Figure 1. Placed standard cells.
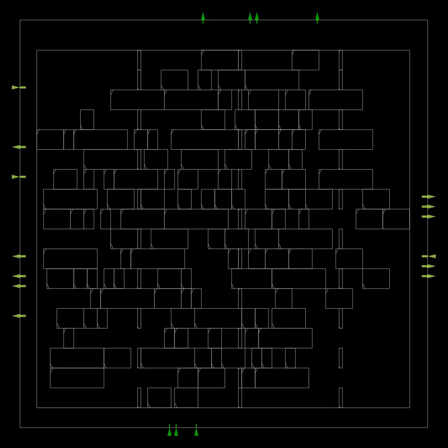
Figure 2. Register map, names as in the netlist.
Other sequential cells in the stronger gray, the rest of the logic in the fainter gray.
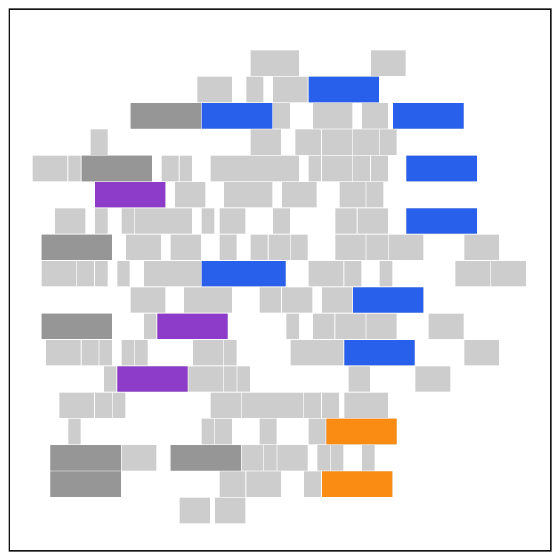
Figure 3. Cell classes on the final placement.
Fill, decap, tap and diode cells in gray.
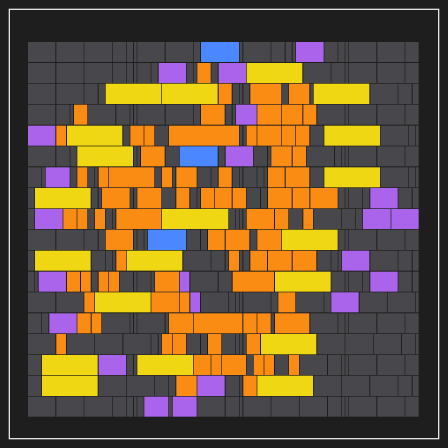
Figure 4. Signal metal coverage by tile.
The bar under the picture is 20 µm long. 11 x 11 tiles, from black (low) to pale yellow (high), scaled to the fullest tile. Values are wire area over tile area, all layers added.
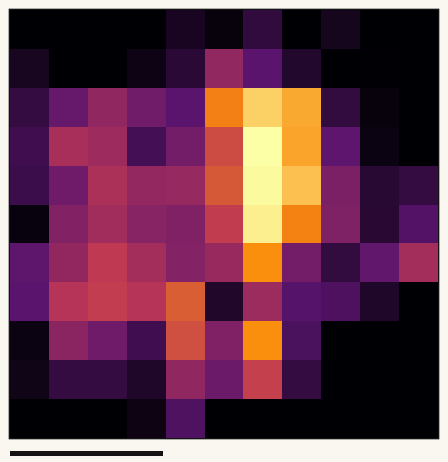
--- src/rtl/even_parity_checker_serial.sv ---
// Serial even-parity receiver: rebuilds WIDTH-bit words sent MSB first plus a parity bit.
// Ports: clk, rst, E/D/V serial in, CLR_CNT; A/P/ERR/DONE frame result, ERR_CNT bad-frame count.
module even_parity_checker_serial #(
  parameter int WIDTH = 3,
  parameter int CNT_W = 8
) (
  input  logic             clk,
  input  logic             rst,
  input  logic             E,
  input  logic             D,
  input  logic             V,
  input  logic             CLR_CNT,
  output logic [WIDTH-1:0] A,
  output logic             P,
  output logic             ERR,
  output logic             DONE,
  output logic [CNT_W-1:0] ERR_CNT
);

  localparam int IDX_W = (WIDTH > 2) ? $clog2(WIDTH) : 1;
  localparam logic [IDX_W-1:0] LAST = IDX_W'(WIDTH - 1);
  localparam logic [CNT_W-1:0] CNT_MAX = {CNT_W{1'b1}};

  typedef enum logic {
    RX_DATA,
    RX_PAR
  } state_t;

  state_t           state;
  logic [IDX_W-1:0] idx;
  logic [WIDTH-1:0] sr;

  logic take;
  logic bad;
  logic frame_bad;

  // E gates V, so a parity bit seen while E is low never completes a frame.
  assign take      = E & V;
  assign bad       = ^{sr, D};
  assign frame_bad = take & (state == RX_PAR) & bad;

  always_ff @(posedge clk) begin
    if (rst) begin
      state   <= RX_DATA;
      idx     <= '0;
      sr      <= '0;
      A       <= '0;
      P       <= 1'b0;
      ERR     <= 1'b0;
      DONE    <= 1'b0;
      ERR_CNT <= '0;
    end else begin
      DONE <= 1'b0;
      if (!E) begin
        state <= RX_DATA;
        idx   <= '0;
      end else if (V) begin
        unique case (state)
          RX_DATA: begin
            sr <= {sr[WIDTH-2:0], D};
            if (idx == LAST) begin
              state <= RX_PAR;
            end else begin
              idx <= idx + 1'b1;
            end
          end
          RX_PAR: begin
            A     <= sr;
            P     <= D;
            ERR   <= bad;
            DONE  <= 1'b1;
            state <= RX_DATA;
            idx   <= '0;
          end
          default: begin
            state <= RX_DATA;
            idx   <= '0;
          end
        endcase
      end

      // Clear wins over increment, but a bad frame landing with the
      // clear still counts as the first error of the new run.
      if (CLR_CNT) begin
        ERR_CNT <= frame_bad ? CNT_W'(1) : '0;
      end else if (frame_bad && ERR_CNT != CNT_MAX) begin
        ERR_CNT <= ERR_CNT + 1'b1;
      end
    end
  end

endmodule

--- config.mk ---
export PLATFORM = sky130hd
export DESIGN_NAME = even_parity_checker_serial
export DESIGN_NICKNAME = d
export VERILOG_FILES = /design/src/rtl/even_parity_checker_serial.sv
export SDC_FILE = /design/constraint.sdc
export NUM_CORES = 1
export LEC_CHECK = 0
export CAP_MARGIN = 15
export CORE_MARGIN = 2
export CORE_UTILIZATION = 35
export CTS_BUF_LIST = sky130_fd_sc_hd__clkbuf_8 sky130_fd_sc_hd__clkbuf_16
export CTS_CLUSTER_SIZE = 25
export DETAILED_ROUTE_END_ITERATION = 6
export GPL_TIMING_DRIVEN = 0
export PLACE_DENSITY = 0.62
export SETUP_SLACK_MARGIN = 0.15
export SLEW_MARGIN = 0
export SYNTH_ARGS = -nofsm -noshare
export SYNTH_HDL_FRONTEND = slang
export SYNTH_SLANG_ARGS = --single-unit
--- constraint.sdc ---
create_clock -name clk -period 2 [get_ports clk]
set_clock_uncertainty 0.15 [all_clocks]
set_input_delay 0.4 -clock clk [delete_from_list [all_inputs] [get_ports clk]]
set_output_delay 0.4 -clock clk [all_outputs]
set_load 0.005 [all_outputs]
==> impl_metrics.ini <==
; implementation run metrics
[place]
dp_slack_ns = -0.253
dp.cells = 155
place_area_um2 = 1170
dp_hpwl_um = 1480
place_congestion = 0.829
port_buffers = 19

[hold_path]
min_from = A[0]
worstHoldPathType = flip-flop to flip-flop
min_to = A[0]
min_path_cells = 2

[cells_and_area]
largest_reg_flops = 8
logic_area_um2 = 553
buffer_area_frac = 0.161
fin_area_um2 = 1250
flops = 20
signal_buffers = 22
comb_share = 0.443
logic_gates = 80
stdcell_count = 158
inv_count = 3
area_growth_pct = 32.9
nFillCells = 239
layout-drive-gt1-share = 0.148
largest_cell_class = multi-input combinational cells
max_flop_register = ERR_CNT
clkCellAreaFrac = 0.0331
finalNetCount = 138
top_regs = ERR_CNT: 8 flops, A: 3 flops, sr: 3 flops
num_antenna_cells = 0
clkbuf_count = 3

[clock_network]
cts_hold_buf = 0
clock_tree.buffer_depth = 2
cts_setup_buffers = 0
clk_pin_slew_worst_paths_ns = 0.07
ctsRootBufferMaster = clkbuf_8
htreeDepth = 1
cts.sinks = 20
ctsResizeCount = 7
cts_buffers = 3
cts_tree = done
worstSkewPairLatency_ns = 0.25

[route]
wl_met2_um = 967
drc_errors = 0
drtIter0Drc = 9
top_layer = met4
wl_met3_um = 116
wl_met1_um = 927
postRouteAntennaNets = 0
drtPass1Iterations = 4
via_per_inst = 5.47

[setup_path]
crit_type = flip-flop to flip-flop
endpoint = ERR_CNT[3]
critPathSlowestCell = or4_1
crit_family = simple AND/OR/NAND/NOR gates
reg2reg_slack_ns = 0.20
cpPeakStageDelay_ns = 0.47
rr_endpoint = ERR_CNT[3]
crit_path_start = ERR_CNT[1]
critPathRequiredTime_ns = 2.04
path_max_fanout = 8
critical_path_buf_inv_count = 0
arrival_ns = 1.84
r2r-start = ERR_CNT[1]
ff2ff_path_depth = 5
startpoint_type = flip-flop
crit_chain = ha_4 > and3_4 > a21o_4 > or4_1 > a21oi_1
cp.depth = 5
end_kind = flip-flop

[sta]
fmax_ghz = 0.556
tightest_slew_ns = 0.424
finalCriticalPeriod_ns = 1.80
relSlewSlack = 0.717
finalCritPeriodShare = 0.900
final_max_slew_viol_count = 0
setup_viol = 0
hold_violations = 0
setup_slack_ns = 0.200
rsz0062_at_grt = true
hold_slack_ns = 0.311
tns_ns = 0

[yosys]
yosysWarningCount = 0
synth_top_area_share = 0.426
aoi_share = 0.200
avgSynthCellArea_um2 = 8.86
syn_area_um2 = 940
common_cells = dfxtp_1 (20), a21oi_1 (13), nand2_1 (12)
synth_top_cell_by_count = dfxtp_1
top_area_cell = dfxtp_1
logic_family = simple AND/OR/NAND/NOR gates
synth_flops = 20
synth.mux.area_fraction = 0.0320
syn-num-nets = 114
yosys-stat-area_um2 = 940
ys_cells = 106
synthTopCellsByArea = dfxtp_1 (43%), a21oi_1 (6.9%), nand2_1 (4.8%)
edf_count = 0
ys_seq_frac = 0.426
synth_async_sr_flop_share = 0
yosys.area_share.simple = 0.250
xor_share = 0.0373
yosys_most_used_dff = dfxtp_1
synth_cell_type_count = 34
syn_inst = 106
synthAdderAreaFrac = 0.0266

[grt]
grt_pass1_wl_um = 3470
use_met2 = 0.221
gr-total-overflow = 0
grtUsageMet3 = 0.0372
antenna_found_initial = 0
met1_usage = 0.173
grt_max_degree = 11
grt_pass1_vias = 766
grt.busiest_layer = met2

[pwr]
p_leak_nw = 0.423
finalPower_uw = 719
peakVddDrop_mv = 0.361
powerDensity_nw_per_um2 = 576

[floorplanning]
taps = 30
io-pin-count = 20
die_x_um = 55.8
fp_util = 0.376
chipArea_um2 = 3120
die_y_um = 55.8

[outcome]
outcome = complete, no violations

[flow_run]
max_cap_viol_count = 0
warnings = 27
About Figure 1:
final core occ: 0.499
sequential cell area share: 0.324

About Figure 2:
color	name in the netlist	flops
blue	ERR_CNT	8
purple	sr	3
orange	idx	2
not colored	7
FF/Latch Area: 404 µm²
sequential power: 403 µW

About Figure 3:
color	class	cells	share of their area
yellow	registers	20	33%
orange	remaining logic cells	83	47%
purple	remaining buffers and delay cells	22	17%
blue	clock-net drivers	3	3.4%
Row Count: 18
Core ar.: 2500 µm²

About Figure 4:
mean over tiles	0.10
nearly empty tiles	26%
densest ninth of the die	center
fullest tile	0.41
emptiest ninth of the die	south-east
tiles over half the peak	16%
drt wl/cell: 12.9 µm
Total GRT Usage: 0.138
via count: 865
Total Wirelength: 2030 µm

cells in the final DEF (no fill, tap or decap), types with 2 or more instances in the layout:
master           netlist  final
a21oi_1               13     13
and2b_2                2      2
clkbuf_1               2      2
clkbuf_8               0      3
clkdlybuf4s50_1        0     16
dfxtp_1               20     19
dlygate4sd2_1          0      3
inv_1                  3      3
mux2i_1                3      3
nand2_1               12     12
nand3_1                3      3
nor2_1                 8      8
nor3_1                 2      2
o21ai_0                4      4
o311ai_0               4      2
o311ai_1               0      2
o41ai_1                4      4
or3_1                  2      2
or4_1                  2      2
report_power, final:
part,switching [mW],internal [mW],total [mW]
clock network,0.126,0.134,0.260
logic,0.0329,0.0240,0.0570
registers,0.00311,0.400,0.403
total,0.162,0.558,0.719
Power and IR drop assume default switching activity.
